Metal layers overlaid:
Bar = 10 um.
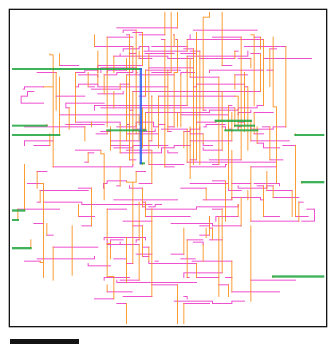
Wire density map:
Bar = 10 um. 9 x 9 tiles, from dark blue (low) to red (high), scaled to the fullest tile. Values are wire area over tile area, all layers added.
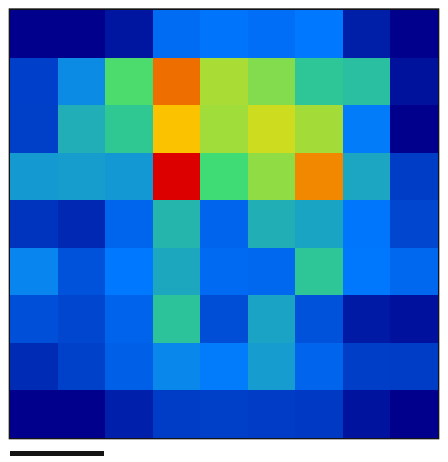
Routing congestion map:
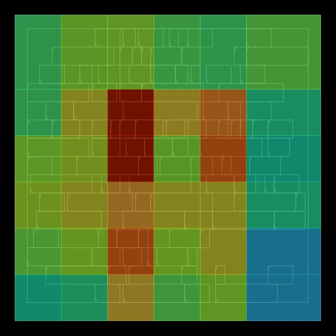
Placed cells, one colour a class:
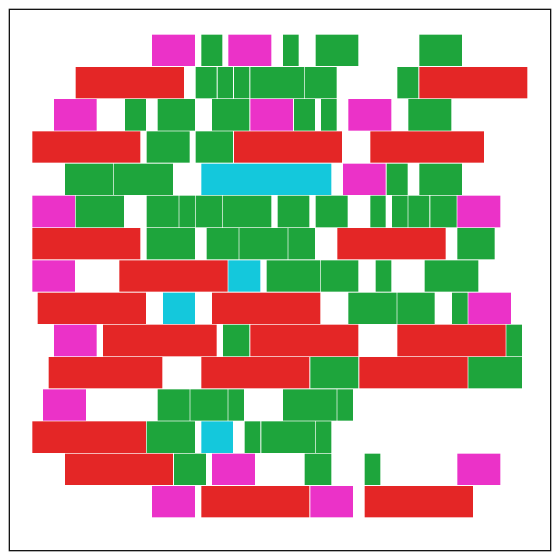
Sequential cells grouped by signal name:
Bar = 10 um. Other sequential cells in the stronger grey, the rest of the logic in the fainter grey.
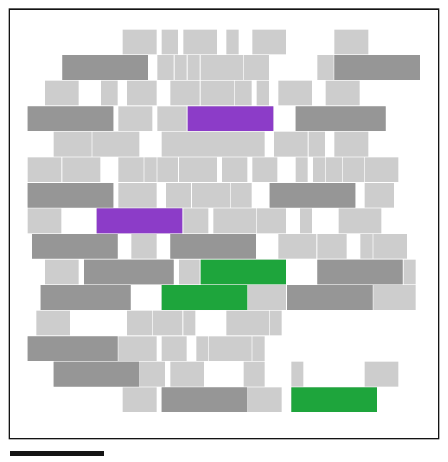
$ cat src/rtl/iobuf_ctrl_pkg.sv
// iobuf_ctrl_pkg: mode encodings, FSM states and per-mode pin-buffer decode
package iobuf_ctrl_pkg;
   localparam int MODE_W = 2;
   typedef enum logic [MODE_W-1:0] {
      MODE_HIZ       = 2'b00,
      MODE_INPUT     = 2'b01,
      MODE_PUSHPULL  = 2'b10,
      MODE_OPENDRAIN = 2'b11
   } mode_e;
   typedef enum logic {ST_STABLE, ST_BREAK} state_e;
   typedef struct packed {
      logic oe;
      logic od;
      logic dir;
   } drv_t;
   // Driving modes have bit 1 set; those are the ones that turn dir to output
   function automatic drv_t mode_decode(mode_e m);
      return '{oe: m != MODE_HIZ, od: m == MODE_OPENDRAIN, dir: !m[1]};
   endfunction
endpackage

$ cat src/rtl/iobuf_ctrl_if.sv
// iobuf_ctrl_if: mode-request handshake and output data channel
interface iobuf_ctrl_if;
   import iobuf_ctrl_pkg::*;
   logic [MODE_W-1:0] mode_req;
   logic              mode_valid;
   logic              mode_ready;
   logic [MODE_W-1:0] mode_cur;
   logic              out_data;
   modport master(output mode_req, mode_valid, out_data, input mode_ready, mode_cur);
   modport slave(input mode_req, mode_valid, out_data, output mode_ready, mode_cur);
endinterface

$ cat src/rtl/iobuf_infilter.sv
// iobuf_infilter: 2-flop synchronizer, consecutive-sample glitch filter, edge pulses
module iobuf_infilter #(
   parameter int FILT_CYCLES = 3
) (
   input  logic clk,
   input  logic rst_n,
   input  logic din,
   output logic level,
   output logic rise,
   output logic fall
);
   localparam int FW = $clog2(FILT_CYCLES) + 1;
   logic          sync1_q, sync1_d, sync2_q, sync2_d;
   logic          level_q, level_d, rise_q, rise_d, fall_q, fall_d;
   logic [FW-1:0] cnt_q, cnt_d;
   logic          flip;
   // Count consecutive mismatching samples; toggle once the run is long enough
   always_comb begin
      sync1_d = din;
      sync2_d = sync1_q;
      flip    = (sync2_q != level_q) && (cnt_q == FW'(FILT_CYCLES - 1));
      cnt_d   = (sync2_q == level_q || flip) ? '0 : cnt_q + FW'(1);
      level_d = level_q ^ flip;
      rise_d  = flip & ~level_q;
      fall_d  = flip & level_q;
   end
   // Synchronizer idles high so an undriven pin reads as released
   always_ff @(posedge clk or negedge rst_n) begin
      if (!rst_n) begin
         sync1_q <= 1'b1;
         sync2_q <= 1'b1;
         level_q <= 1'b1;
         rise_q  <= 1'b0;
         fall_q  <= 1'b0;
         cnt_q   <= '0;
      end else begin
         sync1_q <= sync1_d;
         sync2_q <= sync2_d;
         level_q <= level_d;
         rise_q  <= rise_d;
         fall_q  <= fall_d;
         cnt_q   <= cnt_d;
      end
   end
   assign level = level_q;
   assign rise  = rise_q;
   assign fall  = fall_q;
endmodule

$ cat src/rtl/iobuf_ctrl.sv
// iobuf_ctrl: pin-mode sequencer with break-before-make dead time and input conditioning
module iobuf_ctrl
   import iobuf_ctrl_pkg::*;
#(
   parameter int DEAD_CYCLES = 4,
   parameter int FILT_CYCLES = 3
) (
   input  logic         clk,
   input  logic         rst_n,
   iobuf_ctrl_if.slave  bus,
   output logic         pin_level,
   output logic         pin_rise,
   output logic         pin_fall,
   output logic         io_oe,
   output logic         io_od,
   output logic         io_dir,
   output logic         io_din,
   input  logic         io_dout
);
   localparam int DW = $clog2(DEAD_CYCLES) + 1;
   state_e        state_q, state_d;
   logic [DW-1:0] dcnt_q, dcnt_d;
   mode_e         pend_q, pend_d, mode_q, mode_d, req;
   drv_t          drv_q, drv_d;
   logic          din_q, din_d;
   assign req = mode_e'(bus.mode_req);
   // Leaving a driving mode parks the pin in Hi-Z for the dead time before the new mode
   always_comb begin
      state_d = state_q;
      dcnt_d  = dcnt_q;
      pend_d  = pend_q;
      mode_d  = mode_q;
      drv_d   = drv_q;
      din_d   = bus.out_data;
      if (state_q == ST_STABLE) begin
         if (bus.mode_valid && req != mode_q) begin
            if (mode_q[1]) begin
               state_d = ST_BREAK;
               dcnt_d  = DW'(DEAD_CYCLES);
               pend_d  = req;
               mode_d  = MODE_HIZ;
               drv_d   = mode_decode(MODE_HIZ);
            end else begin
               mode_d = req;
               drv_d  = mode_decode(req);
            end
         end
      end else begin
         dcnt_d = dcnt_q - DW'(1);
         if (dcnt_q == DW'(1)) begin
            state_d = ST_STABLE;
            mode_d  = pend_q;
            drv_d   = mode_decode(pend_q);
         end
      end
   end
   // Reset drops any pending mode and returns the pin to Hi-Z at once
   always_ff @(posedge clk or negedge rst_n) begin
      if (!rst_n) begin
         state_q <= ST_STABLE;
         dcnt_q  <= '0;
         pend_q  <= MODE_HIZ;
         mode_q  <= MODE_HIZ;
         drv_q   <= mode_decode(MODE_HIZ);
         din_q   <= 1'b0;
      end else begin
         state_q <= state_d;
         dcnt_q  <= dcnt_d;
         pend_q  <= pend_d;
         mode_q  <= mode_d;
         drv_q   <= drv_d;
         din_q   <= din_d;
      end
   end
   assign bus.mode_ready = (state_q == ST_STABLE);
   assign bus.mode_cur   = mode_q;
   assign io_oe          = drv_q.oe;
   assign io_od          = drv_q.od;
   assign io_dir         = drv_q.dir;
   assign io_din         = din_q;
   iobuf_infilter #(.FILT_CYCLES(FILT_CYCLES)) u_infilter (
      .clk  (clk),
      .rst_n(rst_n),
      .din  (io_dout),
      .level(pin_level),
      .rise (pin_rise),
      .fall (pin_fall)
   );
endmodule

$ cat src/flat_wrapper.sv
// flat-port wrapper written by rule: the top's interface ports become plain ports
module iobuf_ctrl_flat import iobuf_ctrl_pkg::*;
#(
   parameter int DEAD_CYCLES = 4,
   parameter int FILT_CYCLES = 3
)
  (clk, rst_n, pin_level, pin_rise, pin_fall, io_oe, io_od, io_dir, io_din, io_dout, bus_mode_req, bus_mode_valid, bus_out_data, bus_mode_ready, bus_mode_cur);
  iobuf_ctrl_if bus_i ();
  input  logic clk;
  input  logic rst_n;
  output logic pin_level;
  output logic pin_rise;
  output logic pin_fall;
  output logic io_oe;
  output logic io_od;
  output logic io_dir;
  output logic io_din;
  input  logic io_dout;
  input wire logic [$bits(bus_i.mode_req)-1:0] bus_mode_req;
  input wire logic [$bits(bus_i.mode_valid)-1:0] bus_mode_valid;
  input wire logic [$bits(bus_i.out_data)-1:0] bus_out_data;
  output wire logic [$bits(bus_i.mode_ready)-1:0] bus_mode_ready;
  output wire logic [$bits(bus_i.mode_cur)-1:0] bus_mode_cur;
  assign bus_i.mode_req = bus_mode_req;
  assign bus_i.mode_valid = bus_mode_valid;
  assign bus_i.out_data = bus_out_data;
  assign bus_mode_ready = bus_i.mode_ready;
  assign bus_mode_cur = bus_i.mode_cur;
  iobuf_ctrl #(.DEAD_CYCLES(DEAD_CYCLES), .FILT_CYCLES(FILT_CYCLES)) u_core (.clk(clk), .rst_n(rst_n), .bus(bus_i), .pin_level(pin_level), .pin_rise(pin_rise), .pin_fall(pin_fall), .io_oe(io_oe), .io_od(io_od), .io_dir(io_dir), .io_din(io_din), .io_dout(io_dout));
endmodule
$ cat config.mk
export PLATFORM = sky130hd
export DESIGN_NAME = iobuf_ctrl_flat
export DESIGN_NICKNAME = d
export VERILOG_FILES = /design/src/rtl/iobuf_ctrl_pkg.sv /design/src/rtl/iobuf_ctrl_if.sv /design/src/rtl/iobuf_infilter.sv /design/src/rtl/iobuf_ctrl.sv /design/src/flat_wrapper.sv
export SDC_FILE = /design/constraint.sdc
export NUM_CORES = 1
export LEC_CHECK = 0
export CAP_MARGIN = 20
export CORE_MARGIN = 1.5
export CORE_UTILIZATION = 54
export DETAILED_ROUTE_END_ITERATION = 8
export PLACE_DENSITY = 0.83
export SYNTH_ARGS = -nofsm -noshare
export SYNTH_HDL_FRONTEND = slang
export SYNTH_SLANG_ARGS = --single-unit
$ cat constraint.sdc
create_clock -name clk -period 3.7 [get_ports clk]
set_clock_uncertainty 0.05 [all_clocks]
set_input_delay 0.37 -clock clk [delete_from_list [all_inputs] [get_ports clk]]
set_output_delay 0.37 -clock clk [all_outputs]
set_load 0.02 [all_outputs]
==> notes.md <==
Results of an implementation run.

The cell class with the largest area share is flip-flops and latches. The CTS buffer count is 3. Per the final layout report, the fraction of cells sized above drive strength 1 comes to 16.8%. Sequential cells were found to cover 51.7% of the synthesized design area. The startpoint type of the worst setup path is a flip-flop. The layout report gives the multi-input gate share of total cell area as 36.1%. The highest clock rate is 0.464 GHz. The net switching share of the total power is 36.9%. The buffer cell driving the clock tree root is sky130_fd_sc_hd__clkbuf_4.

In this run, distinct cell masters in the synthesized netlist total 30. The die is 45.6 um wide. The most used standard cell by instance count after synthesis is sky130_fd_sc_hd__dfrtp_1. The arrival time at the worst endpoint is 1730 ps. Synthesis inferred 20 register bits. In the layout the tool counted multi-input logic cells amounting to 54. The uppermost signal routing layer after detailed routing is met4. The run finished with clean final reports. Across all checked pins, the minimum headroom to the slew limit is 41.6%.

Setup repair after global routing left no endpoint under its margin. The count of filler cells inserted in the layout is 123. The violation count after the first detailed-routing iteration is 21.

The total of hold buffers inserted after clock tree synthesis is 0. The dominant kind of combinational cell is multiplexers. In the routed design, unresolved DRC markers number 0. Per the post-place timing report, worst setup slack is 1490 ps.

In this run, the synthesized area fraction spent on AND-OR/OR-AND gates is recorded as 11.3%. The final weighted congestion of routability-driven global placement is 0.791. The library cell with the largest summed area after synthesis is sky130_fd_sc_hd__dfrtp_1. The combinational-cell power consumption is 444 uW.

The number of vias per cell is 5.21. The leakage power in the latest report is 0.561 nW. Sequential cells placed in the final layout were counted as 20. Broken down by cell family, the worst path's largest delay share belongs to buffers and inverters. The power density over cell area is 842 mW/mm^2.

Gates resized during post-CTS repair numbered 0. On the critical path, the stage with the largest delay is an instance of sky130_fd_sc_hd__clkdlybuf4s50_1. The leading register cell type out of synthesis is sky130_fd_sc_hd__dfrtp_1. The antenna diode count is 0.

The number of search-and-repair iterations in the first detailed-routing pass is 5. The synthesized netlist devotes 7.67% of its cell area to adder and majority cells. On the worst path, the slowest cell contributes a delay of 640 ps. In this run the cell area of the synthesized design comes to 978 sq um.

The worst setup path startpoint is u_core.state_q. The routed length on met3 is 67 um. Per the layout area report, the combinational gate area comes to 439 sq um. The layout has 3 clock buffers. The clock input transition at the sequential cells of the worst setup and hold paths is 120 ps. In this run, the synthesized area fraction spent on and/or/nand/nor cells is recorded as 7.80%.

Once detail routing completed, the nets flagged for antenna violations numbered 0. The first global-routing pass estimated 2.77 mm of wire. The starting utilization of the core area is 57.3%. The fraction of synthesized cell area taken by the top area cell type is 40.9%. The vertical extent of the die is 45.6 um. Per the OpenROAD timing report, the critical path contains 2 cells.

Counting flops with an async set or reset pin after synthesis yields a share of 100%. The critical path is of the reg2out type. The pin closest to its max-slew limit shows a slew of 873 ps. The TritonCTS clock tree is done. The worst-path maximum fanout is 13. The number of logged tool warnings is 29. The placement-stage cell area is 0.00116 sq mm. Looking at the post-CTS report, the setup buffer insertion count equals 0.

Looking at the clock tree report, the H-tree level count equals 1. The max-slew violation count is 0. Once layout is complete, the cells apart from fillers number 126. The total design power is 1.02 mW.

For reference, the mux area share after synthesis is 14.6%. Looking at the reg2reg group, the worst path starts from u_core.bus.mode_cur[1]. The number of buffers and inverters on the critical path is 2. The total cells reported by yosys after synthesis is 83. Summed over all failing endpoints, the final setup total negative slack is 0 ps. The total I/O pin count is 17. The number of global-route vias before repair was 623. The share of power burned in registers is 39.3%. The total overflow left after global routing is 0. The clock latency reported for the late side of the worst-skew pair is 290 ps. By instance count after routing, the leading logic cell types are sky130_fd_sc_hd__clkdlybuf4s50_1, sky130_fd_sc_hd__dfrtp_1, sky130_fd_sc_hd__inv_1.

By area the synthesized netlist is led by sky130_fd_sc_hd__dfrtp_1, sky130_fd_sc_hd__dfstp_2, sky130_fd_sc_hd__ha_1. In the per-layer breakdown of the detailed-route log, met1 shows 860 um. The tool flagged a number of max-cap violations equal to 0. The worst hold path cell count is 0.

The class of the most critical hold timing path is reg2reg. The xor/xnor cell area share of the yosys netlist is 3.58%. STA classifies the critical path endpoint as an output pin. The initialized floorplan defines 15 standard-cell rows. The last element of the critical path is bus_mode_ready. The final worst hold slack is 314 ps. Counting the inverters off the clock network in the layout gives 7.

The switching power is 377 uW. The number of synthesized flops with an enable pin is 0. Measured in cells, the most critical reg-to-reg path has a length of 6. In the hold report, the worst path ends at u_core.u_infilter.sync2_q. In this run the deepest clock path goes through 2 buffers. The maximum ir drop on the vdd rail is 0.499 mV. The clock network accounts for 17.3% of the total power. The data required time at the worst endpoint is 3280 ps.

The tap cell count is 25. The placeable core region is 0.00171 sq mm. The top power consumer group is combinational cells. The last timing report of the flow puts the setup violation total at 0. The count of final hold-check violations is 0.
-- 'metal layers overlaid' (at the start) --
metal 4: drawn in blue, wire length 13.6 um. metal 1: drawn in magenta, wire length 860 um. metal 2: drawn in orange, wire length 788 um. metal 3: drawn in green, wire length 67.2 um.
total via count after detailed routing: 656
post-detailed-route wirelength per cell: 13.7 um
Routed WL: 1.73 mm
Overall Global Routing Usage: 18.8%

-- 'wire density map' (at the start) --
The densest ninth of the die: north. The emptiest ninth of the die: south-east. The mean over all tiles is 0.13. 8.6% of the tiles are nearly empty.

-- 'routing congestion map' (at the start) --
met2 usage in global routing: 26.8%
global routing usage on met1: 28.2%
GRT busiest layer: met1
utilization after layout: 71.1%
met3 usage in global routing: 3.97%

-- 'placed cells, one colour a class' (at the start) --
clock drivers and dummy loads: drawn in cyan, cells 4, share of their area 4.4%. combinational and other logic: drawn in green, cells 61, share of their area 39%. sequential cells: drawn in red, cells 20, share of their area 43%. remaining buffers and delay cells: drawn in magenta, cells 16, share of their area 14%.
post-route cell area: 0.00121 sq mm
proportion of cell area occupied by registers: 41.6%

-- 'sequential cells grouped by signal name' (at the start) --
u_core.u_infilter.cnt_q: drawn in green, placed flops 3. u_core.pend_q: drawn in purple, placed flops 2.
Another 15 sequential cells are not coloured.
Sequential Power: 402 uW
area of all sequential standard cells: 505 sq um

No activity file was given, so power comes from the tool's default toggle rates.
